--- src/rtl/part3_pkg.sv ---
// Shared definitions for the part3 Gray encoder / decoder pair.
package part3_pkg;

    localparam int GRAY_W = 8;

    typedef enum logic [1:0] {
        ST_IDLE   = 2'd0,
        ST_DECODE = 2'd1,
        ST_DONE   = 2'd2
    } state_t;

endpackage

--- src/rtl/part3_gray_decoder.sv ---
// Sequential Gray-to-binary decoder: accepts one Gray word, rebuilds the binary
// value MSB-first at one bit per clock, then offers it on a valid/ready port.
module part3_gray_decoder
    import part3_pkg::*;
#(
    parameter int WIDTH = GRAY_W
) (
    input  logic             clk,
    input  logic             rst,
    input  logic             in_valid,
    output logic             in_ready,
    input  logic [WIDTH-1:0] g_in,
    output logic             out_valid,
    input  logic             out_ready,
    output logic [WIDTH-1:0] y_out,
    output logic             busy,
    output state_t           state_dbg
);

    // Handshakes: a transfer happens on a rising edge where valid && ready are
    // both high; a source holds valid (and its data) stable until that edge.
    localparam int IDX_W = $clog2(WIDTH);
    localparam logic [IDX_W-1:0] IDX_TOP = IDX_W'(WIDTH - 1);

    state_t           state, state_next;
    logic [IDX_W-1:0] idx, idx_next;
    logic [WIDTH-1:0] g_reg, g_next;
    logic [WIDTH-1:0] y_reg, y_next;
    logic [WIDTH-1:0] y_shift;

    // Bit above the one being written; the zero fill makes the MSB step g_reg[MSB].
    assign y_shift = {1'b0, y_reg[WIDTH-1:1]};

    always_ff @(posedge clk or posedge rst) begin
        if (rst) begin
            state <= ST_IDLE;
            idx   <= '0;
            g_reg <= '0;
            y_reg <= '0;
        end else begin
            state <= state_next;
            idx   <= idx_next;
            g_reg <= g_next;
            y_reg <= y_next;
        end
    end

    always_comb begin
        state_next = state;
        idx_next   = idx;
        g_next     = g_reg;
        y_next     = y_reg;
        case (state)
            ST_IDLE: begin
                if (in_valid) begin
                    g_next     = g_in;
                    y_next     = '0;
                    idx_next   = IDX_TOP;
                    state_next = ST_DECODE;
                end
            end
            ST_DECODE: begin
                y_next[idx] = y_shift[idx] ^ g_reg[idx];
                if (idx == '0) begin
                    state_next = ST_DONE;
                end else begin
                    idx_next = idx - 1'b1;
                end
            end
            ST_DONE: begin
                if (out_ready) begin
                    state_next = ST_IDLE;
                end
            end
            default: state_next = ST_IDLE;
        endcase
    end

    assign in_ready  = (state == ST_IDLE);
    assign out_valid = (state == ST_DONE);
    assign busy      = (state == ST_DECODE) || (state == ST_DONE);
    assign y_out     = y_reg;
    assign state_dbg = state;

endmodule

--- config.mk ---
export PLATFORM = sky130hd
export DESIGN_NAME = part3_gray_decoder
export DESIGN_NICKNAME = d
export VERILOG_FILES = /design/src/rtl/part3_pkg.sv /design/src/rtl/part3_gray_decoder.sv
export SDC_FILE = /design/constraint.sdc
export NUM_CORES = 1
export LEC_CHECK = 0
export CORE_MARGIN = 3
export CORE_UTILIZATION = 45
export CTS_BUF_LIST = sky130_fd_sc_hd__clkbuf_8
export CTS_CLUSTER_DIAMETER = 60
export DETAILED_ROUTE_END_ITERATION = 8
export GPL_ROUTABILITY_DRIVEN = 0
export PLACE_DENSITY = 0.72
export SYNTH_ARGS = -nofsm -noshare
export SYNTH_HDL_FRONTEND = slang
export SYNTH_SLANG_ARGS = --single-unit
--- constraint.sdc ---
create_clock -name clk -period 1.9 [get_ports clk]
set_input_delay 0.19 -clock clk [delete_from_list [all_inputs] [get_ports clk]]
set_output_delay 0.19 -clock clk [all_outputs]
set_load 0.05 [all_outputs]
**Run 1: sequential cells grouped by signal name**

Drawn at 8 px/µm. Other sequential cells in the stronger grey, the rest of the logic in the fainter grey.
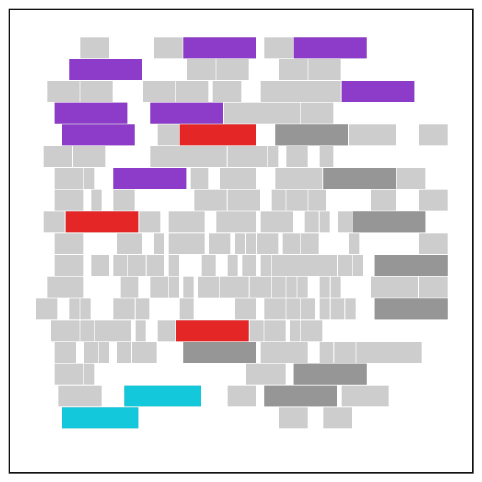
netlist name	colour	flops
idx	red	3
state_dbg	cyan	2
g_reg	purple	8
power attributed to sequential cells: 0.000739 W
Seq/total area: 32.02%
fin util: 65.53%

**Run 1: congestion heat map**

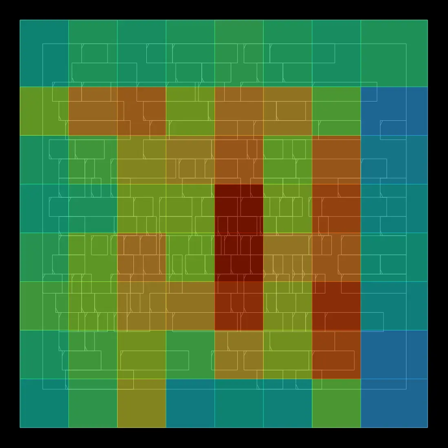
GR Util met3: 2.673%
routed length per placed instance: 15.64 µm
met1 Use GR: 24.61%
GR Util All Layers: 17.31%

**Run 1: logic cells by family**

Drawn at 4 px/µm.
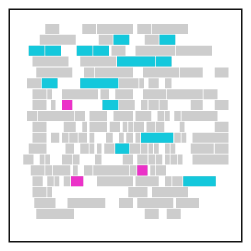
family	colour	cells
multiplexers	cyan	14
AND-OR and OR-AND gates	magenta	3
most numerous logic cell after layout: sky130_fd_sc_hd__clkdlybuf4s50_1
logic share of the area: 42.16%
final non-filler cell total: 179

==> reports/qor.log, run 1 <==
qor: finish.synthToLayoutAreaGrowth 37.03%
qor: global_routing.grt_first_pass_wirelength 4.491 mm
qor: detailed_routing.antenna_left 0
qor: synthesis.floorplan.nets 132
qor: pwr.total_power 0.002507 W
qor: final_timing.finalSetupTns 0 ns
qor: floorplanning.design.core.area 2522 µm²
qor: setup_path.critical_path.n_buffers_inverters 0
qor: placed_design.dpl.hpwl 2.043 mm
qor: final_timing.worst_slew_margin_rel 66.10%
qor: setup_path.critPathMaxStageDelay 0.62 ns
qor: floorplanning.dieArea 3337 µm²
qor: synthesis.async_reset_ff_share 100.0%
qor: pwr.internal_power 0.001366 W
qor: synthesis.area_share_of_and_or_nand_nor_cells_after_synthesis 10.79%
qor: clock_network.clk_latency 0.26 ns
qor: clock_network.clk_transition_reported_paths 0.08 ns
qor: detailed_routing.dr.first_iter.drc_count 28
qor: synthesis.top_reg_cell_synth sky130_fd_sc_hd__dfrtp_1
qor: setup_path.endpoint_kind flip-flop
qor: clock_network.cts_post_setup_buffers_inserted 0
qor: run.maxCapViolations 0
qor: synthesis.synth-cells-yosys 115
qor: synthesis.yosys-dominant-comb-family AND-OR/OR-AND gates
qor: synthesis.edf_count 0
qor: final_timing.fin_crit 1.900 ns
qor: setup_path.critical_path_required 2.06 ns
qor: final_timing.setup_slack 0.00002887 ns
qor: final_timing.finalSetupViolCount 0
qor: final_timing.finalHoldViolations 0
qor: synthesis.synth.lib_cells_used.distinct 32
qor: finish.seq_area 529.3 µm²
qor: detailed_routing.drcViolationCount 0
qor: synthesis.post_synthesis_share_of_cell_area_spent_on_full_adders_half_adders_and_majority_gates 5.187%
qor: floorplanning.io_pins 25
qor: clock_network.cts_max_level 1
qor: clock_network.cts_tree done
qor: synthesis.yosysMostFrequentCell sky130_fd_sc_hd__dfrtp_1
qor: setup_path.critical_path_class flip-flop to flip-flop
qor: final_timing.tightestPinTransition 0.5060 ns
qor: pwr.vdd_drop_max 1001 µV
qor: final_timing.slew_viol_final 0
qor: finish.final.fill_count 211
qor: clock_network.post_cts_hold_buffer_count 0
qor: setup_path.worstSetupStartpoint idx[1]
qor: finish.final_layout_size_suffix_gt1_share 27.52%
qor: final_timing.share_of_the_clock_period_used_by_the_worst_path_after_layout 100.0%
qor: synthesis.synth_area 1206 µm²
qor: final_timing.clock-skew-final 0.002637 ns
qor: synthesis.synth.cells.most_frequent sky130_fd_sc_hd__dfrtp_1 (21), sky130_fd_sc_hd__nor2_1 (10), sky130_fd_sc_hd__mux2_2 (9), sky130_fd_sc_hd__nand2_1 (9), sky130_fd_sc_hd__o21ai_0 (9)
qor: synthesis.synth_top_cell_by_area sky130_fd_sc_hd__dfrtp_1
qor: setup_path.startpoint_type flip-flop
qor: synthesis.yosys.stat.seqShare 43.57%
qor: setup_path.crit_path_top_delay_cell sky130_fd_sc_hd__mux4_1
qor: setup_path.worstPathCellList mux4_1 > mux2i_4 > xnor2_2 > o41ai_1
qor: finish.logic_area 696.9 µm²
qor: synthesis.post_synth.cell_area_avg 10.49 µm²
qor: clock_network.cts.sinks 21
qor: detailed_routing.wl 2.800 mm
qor: pwr.switching_share 45.52%
qor: pwr.combPwrFrac 58.8%
qor: floorplanning.die_h 57.77 µm
qor: global_routing.largest_net_degree_at_the_start_of_global_routing 14
qor: synthesis.top_cells_by_area sky130_fd_sc_hd__dfrtp_1 (44%), sky130_fd_sc_hd__mux2_2 (8.4%), sky130_fd_sc_hd__ha_1 (5.2%)
qor: placed_design.buffer_ports.inserted 24
qor: detailed_routing.route.vias.total 1,015
qor: synthesis.syn_inst 115
qor: synthesis.ys.warnings.count 0
qor: synthesis.yosys_area 1206 µm²
qor: setup_path.reg2reg_from idx[1]
qor: pwr.power_density_normalized_to_cell_area 1517 nW/µm²
qor: status.run_status complete, no violations
qor: detailed_routing.detail_route.vias_per_cell 5.670
qor: final_timing.rsz0062_at_grt true
qor: floorplanning.std_cell_rows 18
qor: floorplanning.die_width 57.77 µm
qor: setup_path.timing.critical_path.arrival 2.06 ns
qor: synthesis.synthDominantCellAreaShare 43.57%
qor: pwr.power.sequential.fraction 29.5%
qor: clock_network.cts-root-buf sky130_fd_sc_hd__clkbuf_8
qor: pwr.power.share.clock 11.7%
qor: synthesis.ff_latch_count_synth 21
qor: pwr.power.switching 0.001141 W
qor: synthesis.muxShareOfSynthArea 16.29%
qor: synthesis.synth-compound-area-share 18.67%
qor: clock_network.clk_path_buf_depth 2
qor: run.stage_log_warnings 31
qor: pwr.static-leakage-power 0.7197 nW
qor: floorplanning.starting_density 47.82%
qor: setup_path.critical_path.top_delay_family multiplexers
qor: global_routing.grt_antenna_before_repair 0
qor: finish.layout.nets 167
qor: setup_path.crit_path_max_fanout 8
qor: synthesis.xor_share 1.349%
qor: finish.antenna_cells_inserted 0
qor: global_routing.overflow 0
qor: global_routing.first_global_vias 963
qor: clock_network.numCtsBuffers 3
qor: detailed_routing.drtPass1Iterations 5
qor: min_path.hold_wc_path_type input pin to async pin
qor: placed_design.place_ws -0.01850 ns
qor: final_timing.maxClockFrequency 526.3 MHz
-- run 1: area by class of cell --
type | instances | area share [%]
multi-input combinational | 82 | 42.16
sequential | 21 | 32.02
timing repair buffer | 35 | 19.15
clock buffer | 3 | 2.498
tap | 30 | 2.271
inverter | 7 | 1.590
clock inverter | 1 | 0.3028
-- run 1: per-stage QoR --
step	cell area, µm²	cells	hold WS (ns)
floorplan	1211	115	0.1664
global placement	1533	174	0.4586
detailed placement	1533	174	0.4717
CTS	1587	178	0.1873
global route	1653	179	0.2180
finish	1653	179	0.1729
-- run 1: placed cells by master, fill, tap and decap left out, drive strengths merged, types with 2 or more instances in the layout --
cell type and n:
nor2b 2, nand2 9, mux4 2, mux2 9, clkdlybuf4s50 21, o21ai 11, nand2b 3, o41ai 5
mux2i 3, dfrtp 21, nor2 10, a31oi 3, inv 7, o32ai 2, a21oi 5, clkbuf 3
buf 14, o31ai 2, ha 5
-- run 1: worst paths after layout --
path | endpoint | slack [ns] | depth (start not counted)
setup / recovery | y_out[7] | 0.00003 | 4
hold / removal | g_reg[5] | 0.17 | 2
setup reg to reg | y_out[7] | 0.00003 | 4
hold reg to reg | g_reg[2] | 0.50 | 1
max in group asynchronous | state_dbg[0] | 1.22 | 3
min in group clk | g_reg[2] | 0.50 | 1
-- run 1: power groups by stage --
stage | logic (W) | clock network (W) | registers (W)
global route | 0.00159 | 0.000325 | 0.000759
CTS | 0.00139 | 0.000303 | 0.000723
detailed placement | 0.00138 | 0 | 0.000732
global placement | 0.00135 | 0 | 0.000728
floorplan | 0.000880 | 0 | 0.000830
finish | 0.00148 | 0.000294 | 0.000739
-- run 1: logic make-up (layout without fill, tap and decap cells) --
group / Yosys count / in the layout
AOI/OAI and AO/OA: 34 / 34
xor gates and xnor gates: 1 / 1
adders and majority gates: 5 / 5
buffers and inverters: 12 / 46
DFF: 21 / 21
muxes: 14 / 14
and+or+nand+nor: 28 / 28
-- run 1: worst reg2reg max path, delay by kind of cell (launching register included) --
family	cells	cell delay, ns
compound gates	1	0.36
xor+xnor	1	0.19
flops	1	0.42
mux	2	0.82
-- run 1: layer usage --
metal  vias to the layer above  routed length (µm)  GRT usage, %
met4                         0                  39         6.291
met1                       492                1314         24.61
met5                         -                   0             0
met3                         5                 109         2.673
li1                        492                   -             -
met2                        26                1337         26.77
-- run 1: repair_timing --
item	in CTS	in global routing
pin swaps	2	2
setup endpoints to repair	4	8
cloned	0	1
resized	1	10
==> run 2: changes to the inputs <==
CTS_CLUSTER_SIZE = 8   (was not set)
**Run 2: M1 wires**

Drawn at 4 px/µm.
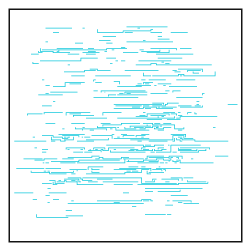
share of all routed wire	47%
nets with wire on the layer	144
longest straight run	18.9 µm
wire length on this layer	1,310 µm
number of vias after detailed routing: 1,015
DRT Wirelength: 2.800 mm

**Run 2: congestion heat map**

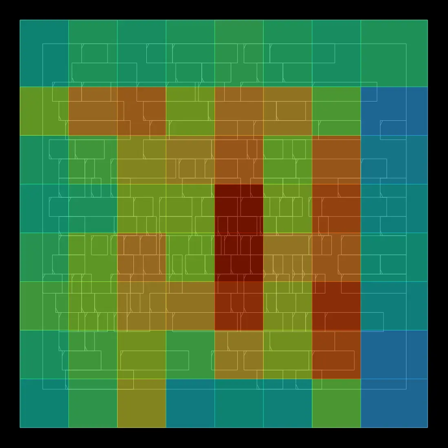
global-route layer with the greatest usage: met2
Global Route met2 Usage: 26.77%

==> run 2 against run 1 <==
Routed wire length unchanged. Register-to-register slack hardly changed. Largest power group unchanged. Power unchanged. Non-clock buffer count is the same. Sequential power is essentially flat. First-iteration DRC count is the same. Critical path type unchanged.
==> reports/qor.log, run 2 <==
qor: status.run_status complete, no violations
qor: setup_path.critical_path_required 2.06 ns
qor: synthesis.synth_top_cell_by_area sky130_fd_sc_hd__dfrtp_1
qor: synthesis.synth_area 1206 µm²
qor: global_routing.overflow 0
qor: synthesis.synth.cells.most_frequent sky130_fd_sc_hd__dfrtp_1 (21), sky130_fd_sc_hd__nor2_1 (10), sky130_fd_sc_hd__mux2_2 (9), sky130_fd_sc_hd__nand2_1 (9), sky130_fd_sc_hd__o21ai_0 (9)
qor: final_timing.share_of_the_clock_period_used_by_the_worst_path_after_layout 100.0%
qor: global_routing.grt_antenna_before_repair 0
qor: finish.seq_area 529.3 µm²
qor: setup_path.worstPathCellList mux4_1 > mux2i_4 > xnor2_2 > o41ai_1
qor: floorplanning.die_h 57.77 µm
qor: finish.final.fill_count 211
qor: detailed_routing.detail_route.vias_per_cell 5.670
qor: floorplanning.design.core.area 2522 µm²
qor: placed_design.place_ws -0.01850 ns
qor: final_timing.finalSetupViolCount 0
qor: final_timing.fin_crit 1.900 ns
qor: setup_path.critPathMaxStageDelay 0.62 ns
qor: synthesis.ys.warnings.count 0
qor: pwr.static-leakage-power 0.7197 nW
qor: finish.final_common_cell sky130_fd_sc_hd__clkdlybuf4s50_1
qor: global_routing.largest_net_degree_at_the_start_of_global_routing 14
qor: finish.layout.nets 167
qor: clock_network.cts_max_level 1
qor: min_path.hold_wc_path_type input pin to async pin
qor: final_timing.finalHoldViolations 0
qor: synthesis.synth-cells-yosys 115
qor: final_timing.finalSetupTns 0 ns
qor: clock_network.clk_path_buf_depth 2
qor: setup_path.timing.critical_path.arrival 2.06 ns
qor: clock_network.clk_latency 0.26 ns
qor: finish.logic_area 696.9 µm²
qor: clock_network.post_cts_hold_buffer_count 0
qor: synthesis.yosys_area 1206 µm²
qor: final_timing.maxClockFrequency 526.3 MHz
qor: global_routing.global_route.usage.total 17.31%
qor: setup_path.worst-r2r-setup-slack 0.00003 ns
qor: synthesis.synth.lib_cells_used.distinct 32
qor: synthesis.floorplan.nets 132
qor: synthesis.ff_latch_count_synth 21
qor: detailed_routing.drtPass1Iterations 5
qor: setup_path.endpoint_kind flip-flop
qor: floorplanning.die_width 57.77 µm
qor: synthesis.top_reg_cell_synth sky130_fd_sc_hd__dfrtp_1
qor: synthesis.yosysMostFrequentCell sky130_fd_sc_hd__dfrtp_1
qor: synthesis.edf_count 0
qor: run.stage_log_warnings 31
qor: floorplanning.starting_density 47.82%
qor: synthesis.yosys.stat.seqShare 43.57%
qor: setup_path.startpoint_type flip-flop
qor: detailed_routing.drcViolationCount 0
qor: pwr.power_density_normalized_to_cell_area 1517 nW/µm²
qor: clock_network.numCtsBuffers 3
qor: final_timing.clock-skew-final 0.002637 ns
qor: synthesis.syn_inst 115
qor: final_timing.rsz0062_at_grt true
qor: finish.antenna_cells_inserted 0
qor: final_timing.worst_slew_margin_rel 66.10%
qor: final_timing.slew_viol_final 0
qor: placed_design.dpl.hpwl 2.043 mm
qor: global_routing.global_route.usage.met1 24.61%
qor: synthesis.top_cells_by_area sky130_fd_sc_hd__dfrtp_1 (44%), sky130_fd_sc_hd__mux2_2 (8.4%), sky130_fd_sc_hd__ha_1 (5.2%)
qor: pwr.vdd_drop_max 1001 µV
qor: detailed_routing.antenna_left 0
qor: final_timing.setup_slack 0.00002887 ns
qor: finish.final_core_util 65.53%
qor: setup_path.critical_path_class flip-flop to flip-flop
qor: global_routing.grt_first_pass_wirelength 4.491 mm
qor: global_routing.first_global_vias 963
qor: clock_network.cts_tree done
**Run 2: zoomed window**

Window x 31 to 56, y 31 to 56 µm. Cells in grey, sequential cells in the stronger grey; small squares are vias.
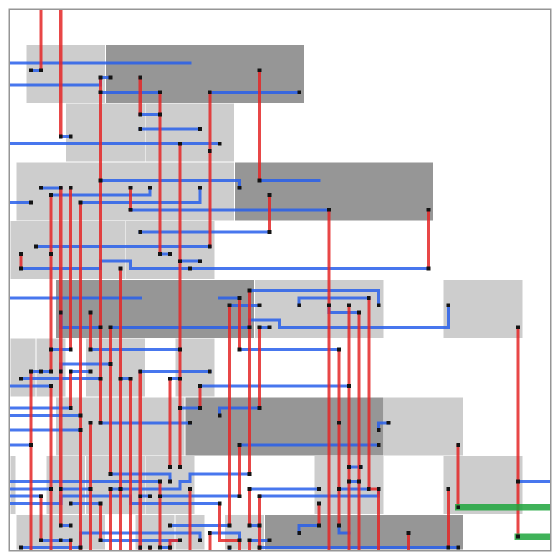
layer	colour
metal 2	red
metal 3	green
metal 1	blue
cells with their middle in the window	27
netlist names of flops here include	y_out (3), g_reg (2)
most frequent	dfrtp_1 (5), clkdlybuf4s50_1 (5)
sequential cells in the window	5

## run 2: worst paths after layout
path / end / start / depth (start not counted)
worst max-delay path: y_out[7] / idx[1] / 4
worst min-delay path: g_reg[5] / rst / 2
worst max register to register: y_out[7] / idx[1] / 4
worst min register to register: g_reg[2] / g_reg[2] / 1
max in group asynchronous: state_dbg[0] / rst / 3
min in group clk: g_reg[2] / g_reg[2] / 1
## run 2: critical path, delay by kind of cell, from the launching register on
family / cells / cell delay (ns)
XOR/XNOR: 1 / 0.19
multiplexers: 2 / 0.81
AND-OR/OR-AND: 1 / 0.36
flip-flops: 1 / 0.42
## run 2: cell type report
| type | count | share of cell area, % |
|---|---|---|
| clock inverters | 1 | 0.3028 |
| flip-flops and latches | 21 | 32.02 |
| repair buffers | 35 | 19.15 |
| multi-input cells | 82 | 42.16 |
| clock buffers | 3 | 2.498 |
| inverters | 7 | 1.590 |
| well taps | 30 | 2.271 |
## run 2: kinds of logic after synthesis
kind of cell	share of synthesized area (%)
AOI/OAI and AO/OA	18.67
xor gates and xnor gates	1.349
adders and majority gates	5.187
buffers and inverters	4.150
DFF	43.57
muxes	16.29
and+or+nand+nor	10.79
## run 2: repair_timing
item / CTS / global route
pin swaps: 2 / 2
gates resized: 1 / 10
cloned: 0 / 1
endpoints found under the setup margin: 4 / 8
buffers inserted: 0 / 0
## run 2: report_power, final
group          internal, W  switching (W)  leakage [nW]  total [W]
Combinational     0.000616       0.000860         0.439    0.00148
Sequential        0.000604       0.000134         0.256   0.000739
Clock             0.000146       0.000147        0.0255   0.000294
Total              0.00137        0.00114         0.720    0.00251
## run 2: routing by layer
| layer | up-vias | share of wire [%] |
|---|---|---|
| met5 | - | 0 |
| li1 | 492 | - |
| met3 | 5 | 3.9 |
| met2 | 26 | 48 |
| met4 | 0 | 1.4 |
| met1 | 492 | 47 |
## run 2: stage by stage
step	instances	instance area, µm²	total power, W
final	179	1653	0.002507
after global routing	179	1653	0.002678
after CTS	178	1587	0.002414
after detailed placement	174	1533	0.002111
after global placement	174	1533	0.002080
after floorplan	115	1211	0.001710
No activity file was given, so power comes from the tool's default toggle rates.
